### Congestion heat map

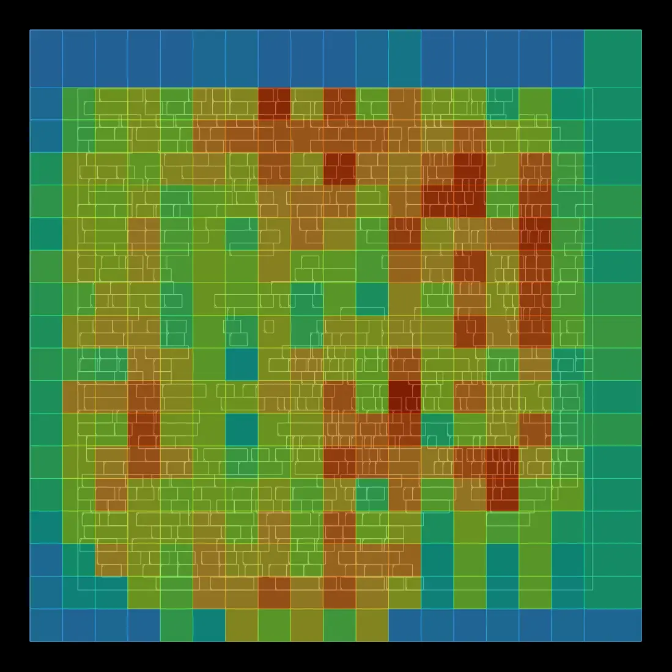
### Sequential cells grouped by signal name

Scale bar: 50 um.
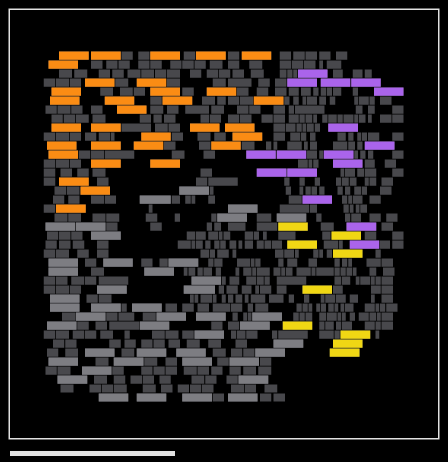
### Cell area per tile

The die is cut into 13 by 13 equal tiles; black is low, pale yellow is high, 0 to 100% covered.
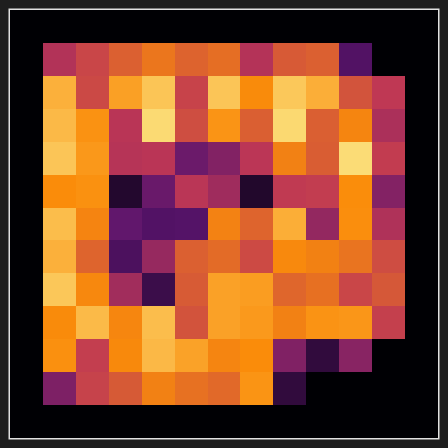
### Placement by cell class

Scale bar: 50 um. Fill, decap, tap and diode cells in grey.
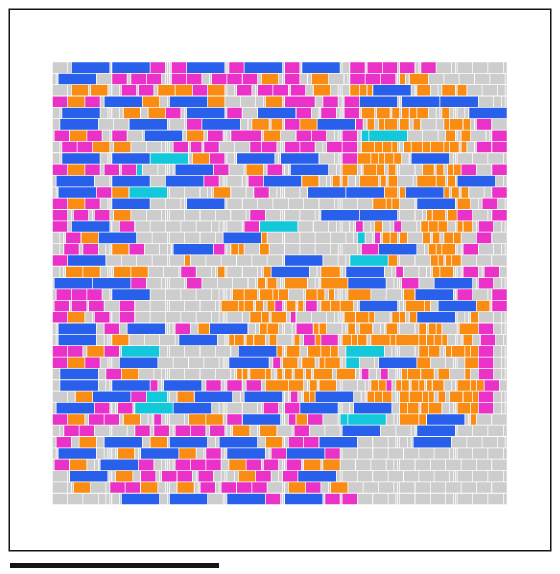
### Routed metal, one colour a layer

Scale bar: 50 um. Two of the layers only.
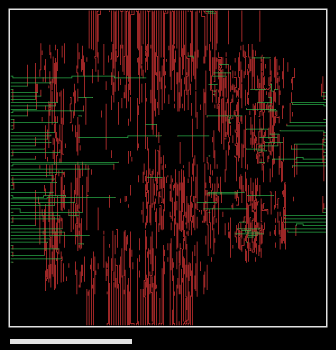
==> src/rtl/memory_master_if.sv <==
// memory_master_if: bundles the command, write-data, read-data, status and
// memory-side signals of the burst initiator.
//   req_*       burst request (valid/ready), direction, start address, length-1
//   wr_*        write data stream (valid/ready)
//   rd_*        read data stream (valid/ready)
//   busy, done  status: busy outside IDLE, one-cycle pulse at burst completion
//   mem_*       single-port memory strobes; mem_data_out comes from the memory
// master: the burst initiator's view. slave: the datapath/memory view.
interface memory_master_if #(
  parameter int ADDR_W = 16,
  parameter int DATA_W = 32
);
  logic              req_valid;
  logic              req_ready;
  logic              req_write;
  logic [ADDR_W-1:0] req_addr;
  logic [7:0]        req_len;
  logic              wr_valid;
  logic              wr_ready;
  logic [DATA_W-1:0] wr_data;
  logic              rd_valid;
  logic              rd_ready;
  logic [DATA_W-1:0] rd_data;
  logic              busy;
  logic              done;
  logic              mem_enable;
  logic              mem_read_write;
  logic [ADDR_W-1:0] mem_address;
  logic [DATA_W-1:0] mem_data_in;
  logic [DATA_W-1:0] mem_data_out;

  modport master (
    input  req_valid, req_write, req_addr, req_len, wr_valid, wr_data,
           rd_ready, mem_data_out,
    output req_ready, wr_ready, rd_valid, rd_data, busy, done,
           mem_enable, mem_read_write, mem_address, mem_data_in
  );

  modport slave (
    output req_valid, req_write, req_addr, req_len, wr_valid, wr_data,
           rd_ready, mem_data_out,
    input  req_ready, wr_ready, rd_valid, rd_data, busy, done,
           mem_enable, mem_read_write, mem_address, mem_data_in
  );
endinterface

==> src/rtl/memory_master.sv <==
// memory_master: burst initiator for a level-sensitive single-port memory.
// Accepts one burst at a time, streams write data in / read data out, and
// sequences Enable so address, data and direction are settled a full cycle
// before every strobe.
// Ports:
//   i_clk   single clock, rising edge
//   i_rst   asynchronous active-high reset; drops the memory strobe at once
//   io_bus  memory_master_if.master (request, write, read, status, memory)
//
// state    | meaning
// ---------+--------------------------------------------------------------
// S_IDLE   | ready for a request, memory idle in read mode
// S_WDATA  | waiting for the next write word
// S_SETUP  | strobe low, address/data/direction settling
// S_STROBE | strobe high (1 cycle write, READ_WAIT cycles read)
// S_RESP   | read word presented, waiting for the consumer
// S_DONE   | one-cycle completion pulse, direction returns to read
module memory_master #(
  parameter int ADDR_W    = 16,
  parameter int DATA_W    = 32,
  parameter int READ_WAIT = 1
) (
  input logic              i_clk,
  input logic              i_rst,
  memory_master_if.master  io_bus
);

  localparam int WAIT_W = (READ_WAIT > 1) ? $clog2(READ_WAIT) : 1;

  typedef enum logic [2:0] {
    S_IDLE, S_WDATA, S_SETUP, S_STROBE, S_RESP, S_DONE
  } state_t;

  state_t            r_state;
  logic              r_write;
  logic              r_first;
  logic [8:0]        r_beats;
  logic [WAIT_W-1:0] r_wait;
  logic              r_req_ready;
  logic              r_wr_ready;
  logic              r_rd_valid;
  logic [DATA_W-1:0] r_rd_data;
  logic              r_busy;
  logic              r_done;
  logic              r_en;
  logic              r_rw;
  logic [ADDR_W-1:0] r_addr;
  logic [DATA_W-1:0] r_data_in;

  logic w_req_hs;
  logic w_wr_hs;
  logic w_rd_hs;
  logic w_last_beat;

  assign w_req_hs    = io_bus.req_valid & r_req_ready;
  assign w_wr_hs     = io_bus.wr_valid & r_wr_ready;
  assign w_rd_hs     = io_bus.rd_ready & r_rd_valid;
  assign w_last_beat = (r_beats == 9'd1);

  // Memory-side registers are only updated on edges where the strobe is low
  // both before and after. For writes the next-address increment is
  // therefore deferred from the end of STROBE to the next data handshake.
  always_ff @(posedge i_clk or posedge i_rst) begin
    if (i_rst) begin
      r_state     <= S_IDLE;
      r_write     <= 1'b0;
      r_first     <= 1'b0;
      r_beats     <= '0;
      r_wait      <= '0;
      r_req_ready <= 1'b1;
      r_wr_ready  <= 1'b0;
      r_rd_valid  <= 1'b0;
      r_rd_data   <= '0;
      r_busy      <= 1'b0;
      r_done      <= 1'b0;
      r_en        <= 1'b0;
      r_rw        <= 1'b1;
      r_addr      <= '0;
      r_data_in   <= '0;
    end else begin
      r_done <= 1'b0;
      case (r_state)
        S_IDLE: begin
          if (w_req_hs) begin
            r_write     <= io_bus.req_write;
            r_beats     <= {1'b0, io_bus.req_len} + 9'd1;
            r_addr      <= io_bus.req_addr;
            r_first     <= 1'b1;
            r_req_ready <= 1'b0;
            r_busy      <= 1'b1;
            if (io_bus.req_write) begin
              r_wr_ready <= 1'b1;
              r_state    <= S_WDATA;
            end else begin
              r_rw    <= 1'b1;
              r_state <= S_SETUP;
            end
          end
        end
        S_WDATA: begin
          if (w_wr_hs) begin
            r_data_in  <= io_bus.wr_data;
            r_rw       <= 1'b0;
            r_wr_ready <= 1'b0;
            r_first    <= 1'b0;
            if (!r_first) r_addr <= r_addr + ADDR_W'(1);
            r_state    <= S_SETUP;
          end
        end
        S_SETUP: begin
          r_en    <= 1'b1;
          r_wait  <= WAIT_W'(READ_WAIT - 1);
          r_state <= S_STROBE;
        end
        S_STROBE: begin
          if (r_write) begin
            r_en <= 1'b0;
            if (w_last_beat) begin
              r_done  <= 1'b1;
              r_state <= S_DONE;
            end else begin
              r_beats    <= r_beats - 9'd1;
              r_wr_ready <= 1'b1;
              r_state    <= S_WDATA;
            end
          end else if (r_wait == '0) begin
            r_en       <= 1'b0;
            r_rd_data  <= io_bus.mem_data_out;
            r_rd_valid <= 1'b1;
            r_state    <= S_RESP;
          end else begin
            r_wait <= r_wait - WAIT_W'(1);
          end
        end
        S_RESP: begin
          if (w_rd_hs) begin
            r_rd_valid <= 1'b0;
            if (w_last_beat) begin
              r_done  <= 1'b1;
              r_state <= S_DONE;
            end else begin
              r_beats <= r_beats - 9'd1;
              r_addr  <= r_addr + ADDR_W'(1);
              r_state <= S_SETUP;
            end
          end
        end
        S_DONE: begin
          r_rw        <= 1'b1;
          r_busy      <= 1'b0;
          r_req_ready <= 1'b1;
          r_state     <= S_IDLE;
        end
        default: r_state <= S_IDLE;
      endcase
    end
  end

  assign io_bus.req_ready      = r_req_ready;
  assign io_bus.wr_ready       = r_wr_ready;
  assign io_bus.rd_valid       = r_rd_valid;
  assign io_bus.rd_data        = r_rd_data;
  assign io_bus.busy           = r_busy;
  assign io_bus.done           = r_done;
  assign io_bus.mem_enable     = r_en;
  assign io_bus.mem_read_write = r_rw;
  assign io_bus.mem_address    = r_addr;
  assign io_bus.mem_data_in    = r_data_in;

endmodule

==> src/flat_wrapper.sv <==
// flat-port wrapper written by rule: the top's interface ports become plain ports
module memory_master_flat 
#(
  parameter int ADDR_W    = 16,
  parameter int DATA_W    = 32,
  parameter int READ_WAIT = 1
)
  (i_clk, i_rst, io_bus_req_valid, io_bus_req_write, io_bus_req_addr, io_bus_req_len, io_bus_wr_valid, io_bus_wr_data, io_bus_rd_ready, io_bus_mem_data_out, io_bus_req_ready, io_bus_wr_ready, io_bus_rd_valid, io_bus_rd_data, io_bus_busy, io_bus_done, io_bus_mem_enable, io_bus_mem_read_write, io_bus_mem_address, io_bus_mem_data_in);
  memory_master_if #(.ADDR_W(ADDR_W), .DATA_W(DATA_W)) io_bus_i ();
  input logic i_clk;
  input logic i_rst;
  input wire logic [$bits(io_bus_i.req_valid)-1:0] io_bus_req_valid;
  input wire logic [$bits(io_bus_i.req_write)-1:0] io_bus_req_write;
  input wire logic [$bits(io_bus_i.req_addr)-1:0] io_bus_req_addr;
  input wire logic [$bits(io_bus_i.req_len)-1:0] io_bus_req_len;
  input wire logic [$bits(io_bus_i.wr_valid)-1:0] io_bus_wr_valid;
  input wire logic [$bits(io_bus_i.wr_data)-1:0] io_bus_wr_data;
  input wire logic [$bits(io_bus_i.rd_ready)-1:0] io_bus_rd_ready;
  input wire logic [$bits(io_bus_i.mem_data_out)-1:0] io_bus_mem_data_out;
  output wire logic [$bits(io_bus_i.req_ready)-1:0] io_bus_req_ready;
  output wire logic [$bits(io_bus_i.wr_ready)-1:0] io_bus_wr_ready;
  output wire logic [$bits(io_bus_i.rd_valid)-1:0] io_bus_rd_valid;
  output wire logic [$bits(io_bus_i.rd_data)-1:0] io_bus_rd_data;
  output wire logic [$bits(io_bus_i.busy)-1:0] io_bus_busy;
  output wire logic [$bits(io_bus_i.done)-1:0] io_bus_done;
  output wire logic [$bits(io_bus_i.mem_enable)-1:0] io_bus_mem_enable;
  output wire logic [$bits(io_bus_i.mem_read_write)-1:0] io_bus_mem_read_write;
  output wire logic [$bits(io_bus_i.mem_address)-1:0] io_bus_mem_address;
  output wire logic [$bits(io_bus_i.mem_data_in)-1:0] io_bus_mem_data_in;
  assign io_bus_i.req_valid = io_bus_req_valid;
  assign io_bus_i.req_write = io_bus_req_write;
  assign io_bus_i.req_addr = io_bus_req_addr;
  assign io_bus_i.req_len = io_bus_req_len;
  assign io_bus_i.wr_valid = io_bus_wr_valid;
  assign io_bus_i.wr_data = io_bus_wr_data;
  assign io_bus_i.rd_ready = io_bus_rd_ready;
  assign io_bus_i.mem_data_out = io_bus_mem_data_out;
  assign io_bus_req_ready = io_bus_i.req_ready;
  assign io_bus_wr_ready = io_bus_i.wr_ready;
  assign io_bus_rd_valid = io_bus_i.rd_valid;
  assign io_bus_rd_data = io_bus_i.rd_data;
  assign io_bus_busy = io_bus_i.busy;
  assign io_bus_done = io_bus_i.done;
  assign io_bus_mem_enable = io_bus_i.mem_enable;
  assign io_bus_mem_read_write = io_bus_i.mem_read_write;
  assign io_bus_mem_address = io_bus_i.mem_address;
  assign io_bus_mem_data_in = io_bus_i.mem_data_in;
  memory_master #(.ADDR_W(ADDR_W), .DATA_W(DATA_W), .READ_WAIT(READ_WAIT)) u_core (.i_clk(i_clk), .i_rst(i_rst), .io_bus(io_bus_i));
endmodule
==> config.mk <==
export PLATFORM = sky130hd
export DESIGN_NAME = memory_master_flat
export DESIGN_NICKNAME = d
export VERILOG_FILES = /design/src/rtl/memory_master_if.sv /design/src/rtl/memory_master.sv /design/src/flat_wrapper.sv
export SDC_FILE = /design/constraint.sdc
export NUM_CORES = 1
export LEC_CHECK = 0
export CAP_MARGIN = 20
export CORE_MARGIN = 10
export CORE_UTILIZATION = 41
export DETAILED_ROUTE_END_ITERATION = 6
export GPL_TIMING_DRIVEN = 0
export PLACE_DENSITY = 0.86
export SYNTH_ARGS = -nofsm -noshare
export SYNTH_HDL_FRONTEND = slang
export SYNTH_SLANG_ARGS = --single-unit
export TNS_END_PERCENT = 30
==> constraint.sdc <==
create_clock -name i_clk -period 2.8 [get_ports i_clk]
set_input_delay 0.28 -clock i_clk [delete_from_list [all_inputs] [get_ports i_clk]]
set_output_delay 0.28 -clock i_clk [all_outputs]
set_load 0.01 [all_outputs]
==> flow_metrics.tcl <==
# flow metrics
set metrics [dict create \
    logic_family "AND-OR/OR-AND gates" \
    seqPwrFrac_pct 52.0 \
    arrival_ps 2270 \
    status "finished, final reports clean" \
    grt_pass1_wl_mm 23.2 \
    top_area_cell "dfrtp_1" \
    rr_worst_depth 7 \
    yosys.area_share.adder_pct 1.02 \
    warnings 27 \
    cts_tree "done" \
    endpoint_kind "flip-flop" \
    ys_cells 427 \
    layout-drive-gt1-share_pct 21.6 \
    post-cts-setup-buffers 0 \
    clock_net_power_w 0.00116 \
    grt_setup_unrepaired "false" \
    die_w_um 129 \
    tap_cells 143 \
    layout_top_cells "clkdlybuf4s50_1, dfrtp_1, mux2_2" \
    die_h_um 129 \
    hold_violations 0 \
    dp_cells 752 \
    finalCritPeriodShare_pct 73.2 \
    yosys-top-cells-count "dfrtp_1, mux2_2, nand2_1" \
    logic_gates 293 \
    critical_path_class "reg -> reg" \
    ys.flop_type "dfrtp_1" \
    fp_nets 525 \
    grt_max_degree 40 \
    cp-startpoint "u_core.r_beats[1]" \
    fin_tns_setup_ps 0 \
    comb_area_um2 2190 \
    path_delay_family "AND-OR/OR-AND gates" \
    p_sw_w 0.000597 \
    worstSetupStartpointType "flip-flop" \
    clock_latency_ps 340 \
    area_growth_pct 46.7 \
    compound_area_share_pct 15.1 \
    rrSetupSlack_ps 750 \
    cts_num_sinks 101 \
    comb_power_share_pct 6.7 \
    internal_power_w 0.00221 \
    dpl-instance-area_um2 6930 \
    setup_slack_ps 751 \
    setup_viol 0 \
    top_layer_used "met4" \
    cts_root_buffer "clkbuf_16" \
    drt-initial-drc-count 324 \
    flops 101 \
    grtUsageMet1_pct 18.7 \
    simple_gate_share_pct 12.1 \
    cts_resized 0 \
    peakVddDrop_mv 0.314 \
    nFillCells 928 \
    cp_max_fo 10 \
    grt_antenna_before_repair 0 \
    cp-endpoint "u_core.io_bus.mem_address[13]" \
    maxPowerGroup "sequential cells" \
    place_congestion 0.856 \
    hold_buffers 0 \
    async_flop_share_pct 100 \
    final-clk-cell-share_pct 3.70 \
    postRouteAntennaNets 0 \
    finalPower_w 0.00280 \
    reg2reg_to "u_core.io_bus.mem_address[13]" \
    buf_share_pct 27.7 \
    drt_pass1_iterations 6 \
    power-per-cell-area_nw_per_um2 389 \
    fin_skew_ps 7.45 \
    grt_pass1_vias 4441 \
    switching_share_pct 21.3 \
    design.final.nets 718 \
]
Notes on 'Congestion heat map' above:
met2 usage: 30.3%
Most Crowded Layer GR: met2
mean routed wirelength per cell: 19.0 um
routing usage on met3: 7.18%

Notes on 'Sequential cells grouped by signal name' above:
Key: orange = u_core.io_bus.mem_data_in [sequential cells 32]; purple = u_core.io_bus.mem_address [sequential cells 16]; yellow = u_core.r_beats [sequential cells 9]
Another 44 sequential cells are not coloured.
Flop+latch power: 0.00146 W
Final Util: 62.3%
Seq/total area: 35.1%

Notes on 'Cell area per tile' above:
The fullest tile reaches 92%. 31% of the tiles are nearly empty. 20% of the tiles are over 75% full. The mean over all tiles is 42%.
FP Core Util: 42.4%
Core Box Area: 11,600 um2

Notes on 'Placement by cell class' above:
Key: cyan = clock drivers and dummy loads [cells 15, share of their area 3.8%]; blue = registers [cells 101, share of their area 36%]; orange = remaining logic cells [cells 302, share of their area 32%]; magenta = remaining buffers and delay cells [cells 206, share of their area 28%]
row count: 39
Final Instance Area: 7200 um2

Notes on 'Routed metal, one colour a layer' above:
Key: red = M2 [wire length 7,590 um]; green = M3 [wire length 1,480 um]
Routed WL: 14.6 mm
vias after detailed routing: 4,176
GRT Overall Usage: 17.2%

Power and IR drop assume default switching activity.
